run_1/met3.png
Cells faint in the background.
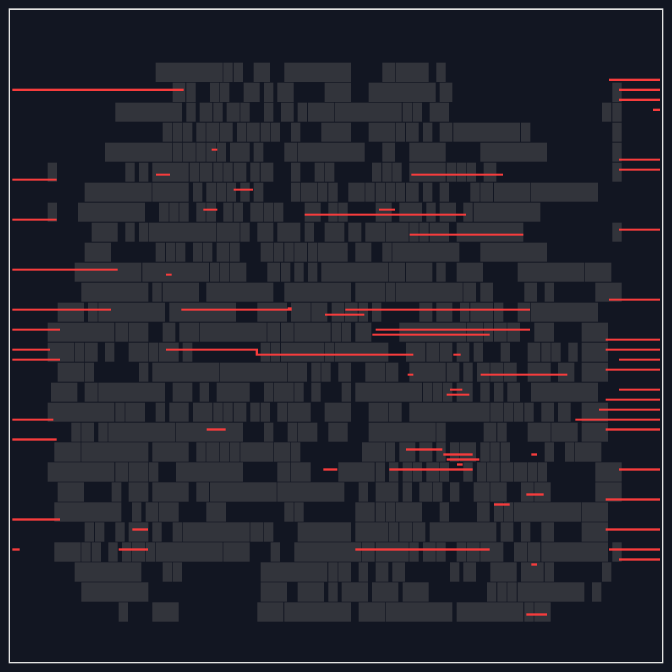
run_1/met1.png
Cells faint in the background.
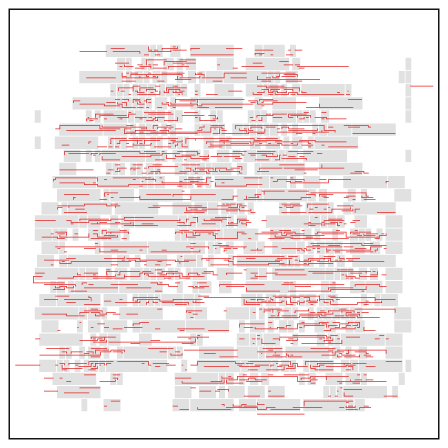
run_1/met2.png
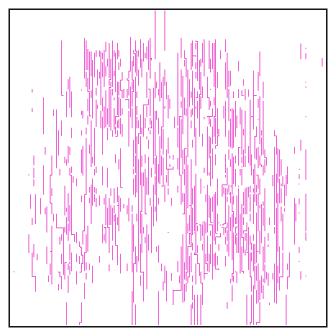
run_1/final_congestion.png
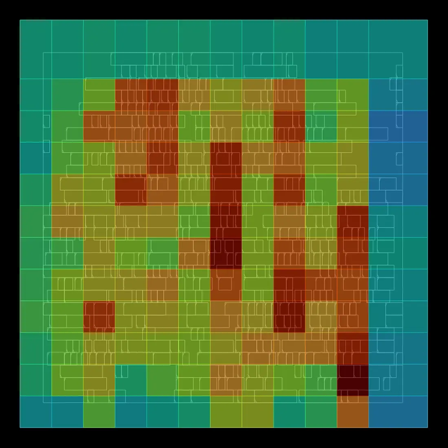
File: config.mk
export PLATFORM = sky130hd
export DESIGN_NAME = ccff_bitstream_loader
export DESIGN_NICKNAME = d
export VERILOG_FILES = /design/src/rtl/ccff_bitstream_loader.sv
export SDC_FILE = /design/constraint.sdc
export NUM_CORES = 1
export LEC_CHECK = 0
export ABC_AREA = 1
export CAP_MARGIN = 30
export CORE_MARGIN = 5
export CORE_UTILIZATION = 56
export CTS_BUF_LIST = sky130_fd_sc_hd__clkbuf_4 sky130_fd_sc_hd__clkbuf_8
export DETAILED_ROUTE_END_ITERATION = 10
export HOLD_SLACK_MARGIN = 0.15
export PLACE_DENSITY = 0.82
export SYNTH_ARGS = -nofsm -noshare
export SYNTH_HDL_FRONTEND = slang
export SYNTH_SLANG_ARGS = --single-unit
File: constraint.sdc
create_clock -name prog_clk -period 2.26 [get_ports prog_clk]
set_input_delay 0.452 -clock prog_clk [delete_from_list [all_inputs] [get_ports prog_clk]]
set_output_delay 0.452 -clock prog_clk [all_outputs]
set_load 0.005 [all_outputs]
File: src/rtl/ccff_bitstream_loader.sv
// Serialises a byte stream onto the configuration flip-flop chain head, one bit per enabled cycle.
// Build option CCFF_LOADER_READBACK_CRC_EN adds a CRC-16-CCITT over the bits leaving the chain tail.
module ccff_bitstream_loader #(
   parameter int unsigned CHAIN_LEN = 1024,
   parameter bit          MSB_FIRST = 1'b1
) (
   input  logic        prog_clk,
   input  logic        prog_reset,
   input  logic        start,
   input  logic        abort,
   input  logic [7:0]  in_data,
   input  logic        in_valid,
   output logic        in_ready,
   output logic        ccff_head,
   input  logic        ccff_tail,
   output logic        cfg_clk_en,
   output logic        busy,
   output logic        done,
   output logic [15:0] bits_sent,
   output logic [15:0] readback_crc
);

   localparam int unsigned      CNT_W     = 16;
   localparam int unsigned      IDX_W     = 3;
   localparam int unsigned      NBYTES    = (CHAIN_LEN + 7) / 8;
   localparam logic [CNT_W-1:0] LAST_BIT  = CNT_W'(CHAIN_LEN);
   localparam logic [CNT_W-1:0] LAST_BYTE = CNT_W'(NBYTES);

   typedef enum logic [1:0] {
      ST_IDLE = 2'd0,
      ST_RUN  = 2'd1,
      ST_DONE = 2'd2
   } state_e;

   state_e            state_q, state_d;
   logic [7:0]        shift_q, shift_d;
   logic [IDX_W-1:0]  bit_idx_q, bit_idx_d;
   logic              sh_full_q, sh_full_d;
   logic [7:0]        hold_q, hold_d;
   logic              hold_full_q, hold_full_d;
   logic [CNT_W-1:0]  bytes_q, bytes_d;
   logic [CNT_W-1:0]  bits_q, bits_d;
   logic              head_q, head_d;
   logic              en_q, en_d;
   logic              ready_q, ready_d;
   logic              busy_q, busy_d;
   logic              done_q, done_d;

   logic [7:0]        src_byte;
   logic              src_bit;
   logic [7:0]        src_shifted;
   logic              bit_avail;
   logic              accept;

   // Bit source: the shifter when it holds a byte, otherwise the holding register (load-and-emit).
   always_comb begin
      src_byte    = sh_full_q ? shift_q : hold_q;
      src_bit     = MSB_FIRST ? src_byte[7] : src_byte[0];
      src_shifted = MSB_FIRST ? {src_byte[6:0], 1'b0} : {1'b0, src_byte[7:1]};
      bit_avail   = sh_full_q || hold_full_q;
      accept      = in_valid && ready_q;
   end

   // Next-state and datapath update.
   always_comb begin
      state_d     = state_q;
      shift_d     = shift_q;
      bit_idx_d   = bit_idx_q;
      sh_full_d   = sh_full_q;
      hold_d      = hold_q;
      hold_full_d = hold_full_q;
      bytes_d     = bytes_q;
      bits_d      = bits_q;
      head_d      = head_q;
      en_d        = 1'b0;

      case (state_q)
         ST_IDLE, ST_DONE: begin
            if (start) begin
               state_d     = ST_RUN;
               sh_full_d   = 1'b0;
               bit_idx_d   = '0;
               hold_full_d = 1'b0;
               bytes_d     = '0;
               bits_d      = '0;
            end
         end
         ST_RUN: begin
            if (bits_q == LAST_BIT) begin
               // Chain full: leftover bits of the final byte are dropped.
               state_d     = ST_DONE;
               sh_full_d   = 1'b0;
               hold_full_d = 1'b0;
               bit_idx_d   = '0;
            end else if (bit_avail) begin
               head_d  = src_bit;
               en_d    = 1'b1;
               bits_d  = bits_q + CNT_W'(1);
               shift_d = src_shifted;
               if (sh_full_q) begin
                  bit_idx_d = bit_idx_q + IDX_W'(1);
                  if (bit_idx_q == IDX_W'(7)) begin
                     sh_full_d = 1'b0;
                  end
               end else begin
                  bit_idx_d   = IDX_W'(1);
                  sh_full_d   = 1'b1;
                  hold_full_d = 1'b0;
               end
            end
            if (accept) begin
               hold_d      = in_data;
               hold_full_d = 1'b1;
               bytes_d     = bytes_q + CNT_W'(1);
            end
         end
         default: begin
            state_d = ST_IDLE;
         end
      endcase

      // Abort dominates start; counters are frozen for inspection.
      if (abort) begin
         state_d     = ST_IDLE;
         sh_full_d   = 1'b0;
         hold_full_d = 1'b0;
         bit_idx_d   = '0;
         en_d        = 1'b0;
         head_d      = head_q;
         bits_d      = bits_q;
         bytes_d     = bytes_q;
      end
   end

   // Status outputs are registered from the next state.
   always_comb begin
      ready_d = (state_d == ST_RUN) && !hold_full_d && (bytes_d < LAST_BYTE);
      busy_d  = (state_d == ST_RUN);
      done_d  = (state_d == ST_DONE);
   end

   always_ff @(posedge prog_clk or posedge prog_reset) begin
      if (prog_reset) begin
         state_q     <= ST_IDLE;
         shift_q     <= '0;
         bit_idx_q   <= '0;
         sh_full_q   <= 1'b0;
         hold_q      <= '0;
         hold_full_q <= 1'b0;
         bytes_q     <= '0;
         bits_q      <= '0;
         head_q      <= 1'b0;
         en_q        <= 1'b0;
         ready_q     <= 1'b0;
         busy_q      <= 1'b0;
         done_q      <= 1'b0;
      end else begin
         state_q     <= state_d;
         shift_q     <= shift_d;
         bit_idx_q   <= bit_idx_d;
         sh_full_q   <= sh_full_d;
         hold_q      <= hold_d;
         hold_full_q <= hold_full_d;
         bytes_q     <= bytes_d;
         bits_q      <= bits_d;
         head_q      <= head_d;
         en_q        <= en_d;
         ready_q     <= ready_d;
         busy_q      <= busy_d;
         done_q      <= done_d;
      end
   end

   assign in_ready   = ready_q;
   assign ccff_head  = head_q;
   assign cfg_clk_en = en_q;
   assign busy       = busy_q;
   assign done       = done_q;
   assign bits_sent  = bits_q;

`ifdef CCFF_LOADER_READBACK_CRC_EN
   logic [15:0] crc_q, crc_d;
   logic        start_load;

   // Tail bit is folded in on every cycle the chain is clocked.
   always_comb begin
      start_load = start && !abort && (state_q != ST_RUN);
      crc_d      = crc_q;
      if (start_load) begin
         crc_d = 16'hFFFF;
      end else if (en_q) begin
         crc_d = {crc_q[14:0], 1'b0} ^ ((crc_q[15] ^ ccff_tail) ? 16'h1021 : 16'h0000);
      end
   end

   always_ff @(posedge prog_clk or posedge prog_reset) begin
      if (prog_reset) begin
         crc_q <= '0;
      end else begin
         crc_q <= crc_d;
      end
   end

   assign readback_crc = crc_q;
`else
   logic unused_tail;
   assign unused_tail  = ccff_tail;
   assign readback_crc = 16'h0000;
`endif

endmodule

==> results_slide.txt, run 1 <==
Implementation Results

Final timing
  • Max Clock Skew: 0.00916 ns
  • Tcrit/Tclk final: 0.832
  • Final hold viol count: 0
  • Fin crit period: 1.88 ns
  • RSZ-0062 raised after global routing: no
  • Setup ws final: 0.381 ns
  • Endpoints failing setup: 0

Min path
  • Worst hold path type: in2async

Synthesis
  • Cell count after synthesis: 451
  • Area leader share: 0.426
  • FFs w/ async S/R, synth: 1.00
  • Yosys simple share: 0.312
  • Area leader, netlist: dfrtp_1
  • Flip-flops with a built-in enable: 0
  • XOR Share, Synth: 0.0177
  • Aoi share: 0.0977
  • Post-synth area from yosys stat: 3470 um2
  • Yosys reg bits: 59
  • Adder-cell share of the synthesized area: 0.0180
  • Syn Area/Cell: 7.69 um2
  • Multiplexer share: 0.00288
  • Yosys cell types: 42
  • Register share after synthesis: 0.426
  • Top area cell types: dfrtp_1, nand2_1, inv_1
  • Count leader, synth: nand2_1

Global route
  • Met3 GRT Util: 0.0559
  • GR Layer Usage met2: 0.365
  • Pin count of the biggest net entering global routing: 34
  • Vias in the first global route: 2984
  • Total gr overflow: 0
  • First-pass GRT wire length: 12.9 mm

Critical path
  • CP required: 1.81 ns
  • R2R cell count: 10
  • Cell family with most CP delay: buffers and inverters
  • CP Capture Type: primary output
  • CP Depth: 1
  • RR Endpoint: bits_sent[11]
  • R2R Path Start: bits_sent[0]
  • Number of buffer and inverter stages on the critical path: 1
  • Critical path endpoint: bits_sent[7]
  • Setup crit start kind: flip-flop
  • Crit-path slowest cell: clkdlybuf4s50_1
  • Worst-path cell chain: clkdlybuf4s50_1
  • Kind of critical path: reg2out
  • Critical Path Source: bits_sent[7]

Layout
  • Commonest Layout Cell: nand2_1
  • Nets: 516
  • Combinational Area: 1620 um2
  • Inverter count: 68
  • Seq/total area: 0.363
  • Clock-cell share: 0.0495
  • Area growth from synthesis to layout: 17.3%
  • Mi-comb count: 315
  • Inserted Diodes: 0
  • Proportion of layout cells with a drive suffix above 1: 0.120
  • Final instance area: 4070 um2
  • Flop Count: 59
  • Top cells excl fill/tap: nand2_1, dfrtp_1, inv_1
  • Non-clock buffer share: 0.105
  • Comb area share: 0.397

Clock network
  • CTS root buf: clkbuf_8
  • Total CTS buffers: 9
  • Worst-path clk slew: 0.07 ns
  • Worst-skew pair later-pin latency: 0.33 ns
  • Hold_buf cts: 0
  • Postcts setup bufs: 0
  • CTS H-tree lvls: 3

Die
  • FP Core Util: 0.583
  • Tapcells: 75
  • IO Count: 51
  • Die Y: 88.7 um
  • CORE AREA: 5960 um2
  • Die width: 88.7 um
  • Cell Rows: 28

Pwr
  • PwrDens: 636 nW/um2
  • Top Consumer: sequential cells
  • P_sw: 0.662 mW
  • Pint: 1.93 mW
  • PnR Total Power: 2.59 mW
  • Sw Share: 0.256
  • Power Sequential: 1.24 mW
  • Pleak: 1.95 nW
  • Sequential share of power: 0.479
  • Comb. pwr: 0.367 mW

Placed design
  • Placed insts: 561
  • IO buf count: 33
  • Setup Slack @ Placement: 0.125 ns
  • Dpl hpwl: 5.65 mm
  • Routability cong.: 0.925

Detailed routing
  • Met3 WL post-DR: 480 um
  • Via density: 5.31
  • Wire per inst: 13.2 um
  • Top routing layer in use: met4
  • Metal-1 WL: 3.19 mm
  • DRC viols: 0

Job
  • Maxcap violations: 0

Outcome
  • Status: finished clean
Back to the opening pictures, met3.png:
nets with wire on the layer = 56
main direction = horizontal
longest straight run = 24.8 um
routed via count: 3057
total wire length: 7.58 mm

Back to the opening pictures, met1.png:
main direction = horizontal
share of all routed wire = 42%
wire length on this layer = 3190 um
nets with wire on the layer = 451
GR Util met1: 0.250

Back to the opening pictures, met2.png:
main direction = vertical
share of all routed wire = 50%

Back to the opening pictures, final_congestion.png:
Util after Layout: 0.683
GRT Max-Usage Layer: met2

==> run 2: changes to the inputs <==
- clock period: 2.26 -> 1.85 ns (I/O delays scaled with it)
run_2/met1.png
Cells faint in the background.
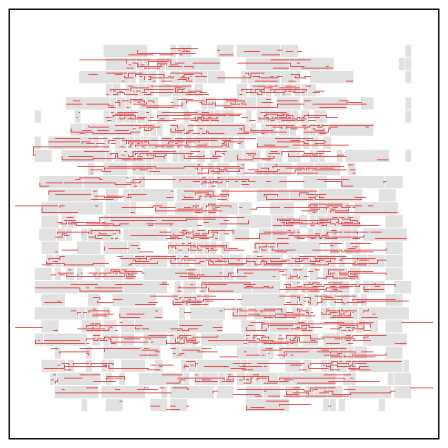
main direction = horizontal
wire length on this layer = 3360 um

==> run 2 against run 1 <==
Effect of this change: cell area up 4.3%; core utilization up 2.9 points; sequential share of layout area is 1.5 points lower; power rose by 19%; non-clock buffer count is 20 higher; via count rose by 1.4%; global-route usage rose by 0.58 points; sequential power grew 23%; largest power group unchanged; highest routed layer unchanged.
==> results_slide.txt, run 2 <==
Implementation Results

Detailed routing
  • Met3 WL post-DR: 472 um (-1.7%)
  • Routed wl met2: 3.72 mm
  • Via density: 5.19 (-2.2%)
  • Top routing layer in use: met4
  • DRC viols: 0 (unchanged)
  • Total wire length: 7.75 mm (+2.2%)
  • Routed via count: 3100 (+1.4%)
  • Metal-1 WL: 3.36 mm (+5.4%)
  • Initial DRC Count: 164
  • Pre-antenna DRT Iters: 5

Placed design
  • IO buf count: 33 (unchanged)
  • Placed cell area: 4020 um2
  • Routability cong.: 0.877 (-5.1%)
  • Placed insts: 580 (+3.4%)
  • Setup Slack @ Placement: -0.0997 ns (-0.224 ns)
  • Dpl hpwl: 5.79 mm (+2.5%)

Layout
  • Clkbuf count: 12
  • Comb area share: 0.387 (-0.0102)
  • Inverter count: 68 (unchanged)
  • Combinational Area: 1640 um2 (+1.6%)
  • Nets: 536 (+3.9%)
  • Top cells excl fill/tap: nand2_1, dfrtp_1, inv_1
  • Non-clock buffer share: 0.139 (+0.0349)
  • Proportion of layout cells with a drive suffix above 1: 0.163 (+0.0431)
  • Non-CTS buffers: 64
  • Final instance area: 4240 um2 (+4.3%)
  • Fin cells: 597
  • Tally of filler cells in the layout: 460
  • Inserted Diodes: 0 (unchanged)
  • Area growth from synthesis to layout: 22.3%
  • Flop Count: 59 (unchanged)
  • Mi-comb count: 315 (unchanged)
  • Seq/total area: 0.348 (-0.0150)
  • FF/Latch Area: 1480 um2
  • Commonest Layout Cell: nand2_1
  • Clock-cell share: 0.0433 (-0.00617)

Synthesis
  • Aoi share: 0.0977 (unchanged)
  • Multiplexer share: 0.00288 (unchanged)
  • Syn Area/Cell: 7.69 um2 (unchanged)
  • Area leader, netlist: dfrtp_1
  • Yosys reg bits: 59 (unchanged)
  • Post-synth area from yosys stat: 3470 um2 (unchanged)
  • FFs w/ async S/R, synth: 1.00 (unchanged)
  • Mapped Area: 3470 um2
  • Adder-cell share of the synthesized area: 0.0180 (unchanged)
  • Top area cell types: dfrtp_1, nand2_1, inv_1
  • XOR Share, Synth: 0.0177 (unchanged)
  • Cell count after synthesis: 451 (unchanged)
  • Yosys simple share: 0.312 (unchanged)
  • Cell count in the Yosys report: 451
  • Flip-flops with a built-in enable: 0 (unchanged)
  • Register share after synthesis: 0.426 (unchanged)
  • Yosys cell types: 42 (unchanged)
  • Synth logic family: simple AND/OR/NAND/NOR gates
  • Area leader share: 0.426 (unchanged)
  • Most common reg cell: dfrtp_1
  • Count leader, synth: nand2_1
  • Synth warn: 0
  • Commonest cells post-synth: nand2_1, dfrtp_1, inv_1

Pwr
  • PnR Total Power: 3.08 mW (+19%)
  • Pleak: 2.06 nW (+5.3%)
  • Power Sequential: 1.52 mW (+23%)
  • Sw Share: 0.276 (+0.0202)
  • Clk pwr share: 0.350
  • Top Consumer: sequential cells
  • Comb pwr share: 0.158
  • P_sw: 0.851 mW (+29%)
  • PwrDens: 727 nW/um2 (+14%)
  • Pint: 2.23 mW (+16%)
  • Comb. pwr: 0.487 mW (+33%)
  • Peak VDD IR: 0.000624 V
  • Sequential share of power: 0.492 (+0.013)

Critical path
  • CP Max Fanout: 8
  • CP Depth: 1 (unchanged)
  • Cell family with most CP delay: buffers and inverters
  • Setup crit start kind: flip-flop
  • R2R Setup Slk: 0.14 ns
  • CP required: 1.48 ns (-0.33 ns)
  • Critical Path AT: 1.39 ns
  • Critical Path Source: bits_sent[7]
  • CP Capture Type: primary output
  • Crit-path slowest cell: clkdlybuf4s50_1
  • Kind of critical path: reg2out
  • Critical path endpoint: bits_sent[7]
  • R2R cell count: 10 (unchanged)
  • Worst-path cell chain: clkdlybuf4s50_1
  • R2R Path Start: bits_sent[0]
  • Number of buffer and inverter stages on the critical path: 1 (unchanged)
  • RR Endpoint: shift_q[7]

Global route
  • GRT Max-Usage Layer: met2
  • Met3 GRT Util: 0.0438 (-0.0121)
  • Initial antenna violation count: 0
  • Vias in the first global route: 2979 (-0.17%)
  • First-pass GRT wire length: 13.3 mm (+3.1%)
  • Total gr overflow: 0 (unchanged)
  • Pin count of the biggest net entering global routing: 60 (+76%)

Clock network
  • Total CTS buffers: 9 (unchanged)
  • CTS H-tree lvls: 3 (unchanged)
  • Postcts setup bufs: 0 (unchanged)
  • Hold_buf cts: 0 (unchanged)
  • Worst-path clk slew: 0.07 ns (about the same)
  • CTS tree: yes
  • Clock buffer depth: 2
  • Post_cts resized: 0
  • Clock Sinks: 59
  • CTS root buf: clkbuf_8
  • Worst-skew pair later-pin latency: 0.34 ns (about the same)

Final timing
  • Tcrit/Tclk final: 0.952
  • Worst hold margin: 0.416 ns
  • RSZ-0062 raised after global routing: yes
  • Fin crit period: 1.76 ns
  • Fin. max-slew vios: 0
  • Max Clk Rate: 0.568 GHz
  • Setup ws final: 0.0889 ns (-0.292 ns)
  • Max Clock Skew: 0.0119 ns (+0.00277 ns)
  • Final setup TNS: 0 ns
  • Final hold viol count: 0 (unchanged)
  • Endpoints failing setup: 0 (unchanged)

Die
  • CORE AREA: 5960 um2 (unchanged)
  • FP Core Util: 0.583 (unchanged)
  • Die ar.: 7870 um2
  • Die width: 88.7 um (unchanged)
  • IO Count: 51 (unchanged)
  • Die Y: 88.7 um (unchanged)
  • Cell Rows: 28 (unchanged)
  • Tapcells: 75 (unchanged)

Job
  • Maxcap violations: 0 (unchanged)

Min path
  • Worst hold path type: in2async

Outcome
  • Status: finished clean
run_2/final_congestion.png
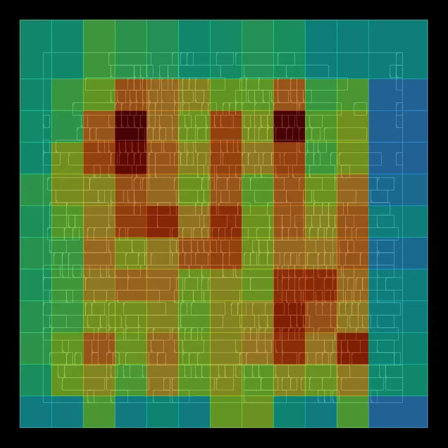
wire per inst: 13.0 um
GR Util All Layers: 0.218
GR Util met1: 0.268
Util after Layout: 0.713
GR Layer Usage met2: 0.362

==> run 3: changes to the inputs <==
- ABC_CLOCK_PERIOD_IN_PS: unset -> 1850
- CORE_UTILIZATION: 56 -> 66
- DONT_BUFFER_PORTS: unset -> 1
run_3/met4.png
Bar = 20 um. Cells faint in the background.
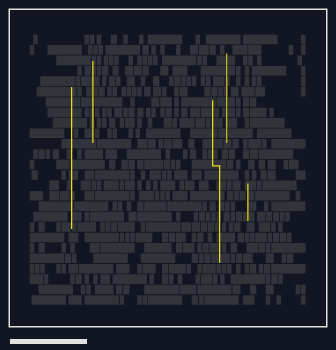
share of all routed wire = 1.8%
longest straight run = 36.7 um
wire length on this layer = 134 um

==> run 3 against run 2 <==
Effect of this change: critical path depth rose by 7; clock power increased by about 10%; clock skew is 0.0012 ns lower; maximum frequency grew 3.8%; critical path type is now reg2reg; largest cell class unchanged.
==> results_slide.txt, run 3 <==
Implementation Results

Synthesis
  • Most common reg cell: dfrtp_1
  • Register share after synthesis: 0.426 (unchanged)
  • FFs w/ async S/R, synth: 1.00 (unchanged)
  • Commonest cells post-synth: nand2_1, dfrtp_1, inv_1
  • Synth warn: 0 (unchanged)
  • Area leader, netlist: dfrtp_1
  • Top area cell types: dfrtp_1, nand2_1, inv_1

Layout
  • Area growth from synthesis to layout: 10.9%
  • Proportion of layout cells with a drive suffix above 1: 0.146 (-0.0167)
  • Top cells excl fill/tap: nand2_1, dfrtp_1, inv_1
  • Seq/total area: 0.384 (+0.0359)
  • Inserted Diodes: 0 (unchanged)
  • Clock-cell share: 0.0527 (+0.00935)
  • Clkbuf count: 9 (-3)
  • Final instance area: 3850 um2 (-9.3%)
  • Flop Count: 59 (unchanged)

Critical path
  • CP Capture Type: flip-flop
  • Cell family with most CP delay: simple AND/OR/NAND/NOR gates
  • Setup crit start kind: flip-flop
  • Kind of critical path: reg2reg
  • CP required: 2.09 ns (+0.61 ns)
  • R2R cell count: 8 (-2)
  • Number of buffer and inverter stages on the critical path: 1 (unchanged)
  • CP Max Fanout: 5 (-3)

Die
  • Die Y: 82.5 um (-7.0%)
  • Tapcells: 70 (-6.7%)
  • Die ar.: 6810 um2 (-14%)

Global route
  • GR Util met1: 0.324 (+0.0552)
  • Vias in the first global route: 2932 (-1.6%)
  • Met3 GRT Util: 0.0499 (+0.00613)

Pwr
  • Peak VDD IR: 0.000735 V (+18%)
  • P_sw: 0.898 mW (+5.5%)
  • Pint: 2.22 mW (-0.44%)
  • Clk pwr share: 0.384 (+0.034)
  • PnR Total Power: 3.12 mW (+1.2%)
  • Top Consumer: sequential cells
  • Power Sequential: 1.51 mW (about the same)
  • Pleak: 1.87 nW (-9.0%)
  • Comb. pwr: 0.408 mW (-16%)
  • Sequential share of power: 0.485 (-0.007)

Final timing
  • Worst hold margin: 0.160 ns (-0.256 ns)
  • Fin. max-slew vios: 0 (unchanged)
  • Max Clk Rate: 0.590 GHz (+3.8%)
  • Final setup TNS: 0 ns (unchanged)

Job
  • Maxcap violations: 0 (unchanged)

Detailed routing
  • Metal-1 WL: 3.16 mm (-6.1%)
  • Met3 WL post-DR: 619 um (+31%)
  • Pre-antenna DRT Iters: 5 (unchanged)
  • DRC viols: 0 (unchanged)
  • Top routing layer in use: met4

Clock network
  • Post_cts resized: 0 (unchanged)
  • Worst-skew pair later-pin latency: 0.35 ns (about the same)
  • CTS H-tree lvls: 3 (unchanged)
  • Postcts setup bufs: 0 (unchanged)
  • Worst-path clk slew: 0.07 ns (about the same)
  • CTS tree: yes
  • Clock buffer depth: 2 (unchanged)
  • Total CTS buffers: 9 (unchanged)

Placed design
  • IO buf count: 0 (-100%)
  • Setup Slack @ Placement: 0.0684 ns (+0.168 ns)
  • Placed cell area: 3550 um2 (-12%)
  • Placed insts: 525 (-9.5%)

Outcome
  • Status: finished clean
run_3/met2.png
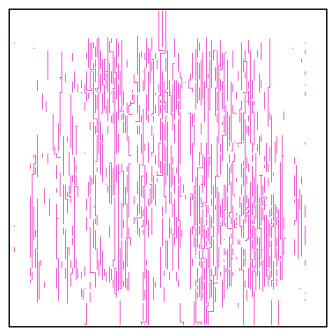
main direction = vertical
longest straight run = 37.7 um
nets with wire on the layer = 416
share of all routed wire = 49%
wire length on this layer = 3770 um
routed via count: 3024
total wire length: 7.69 mm
GR Layer Usage met2: 0.430

No activity file was given, so power comes from the tool's default toggle rates.
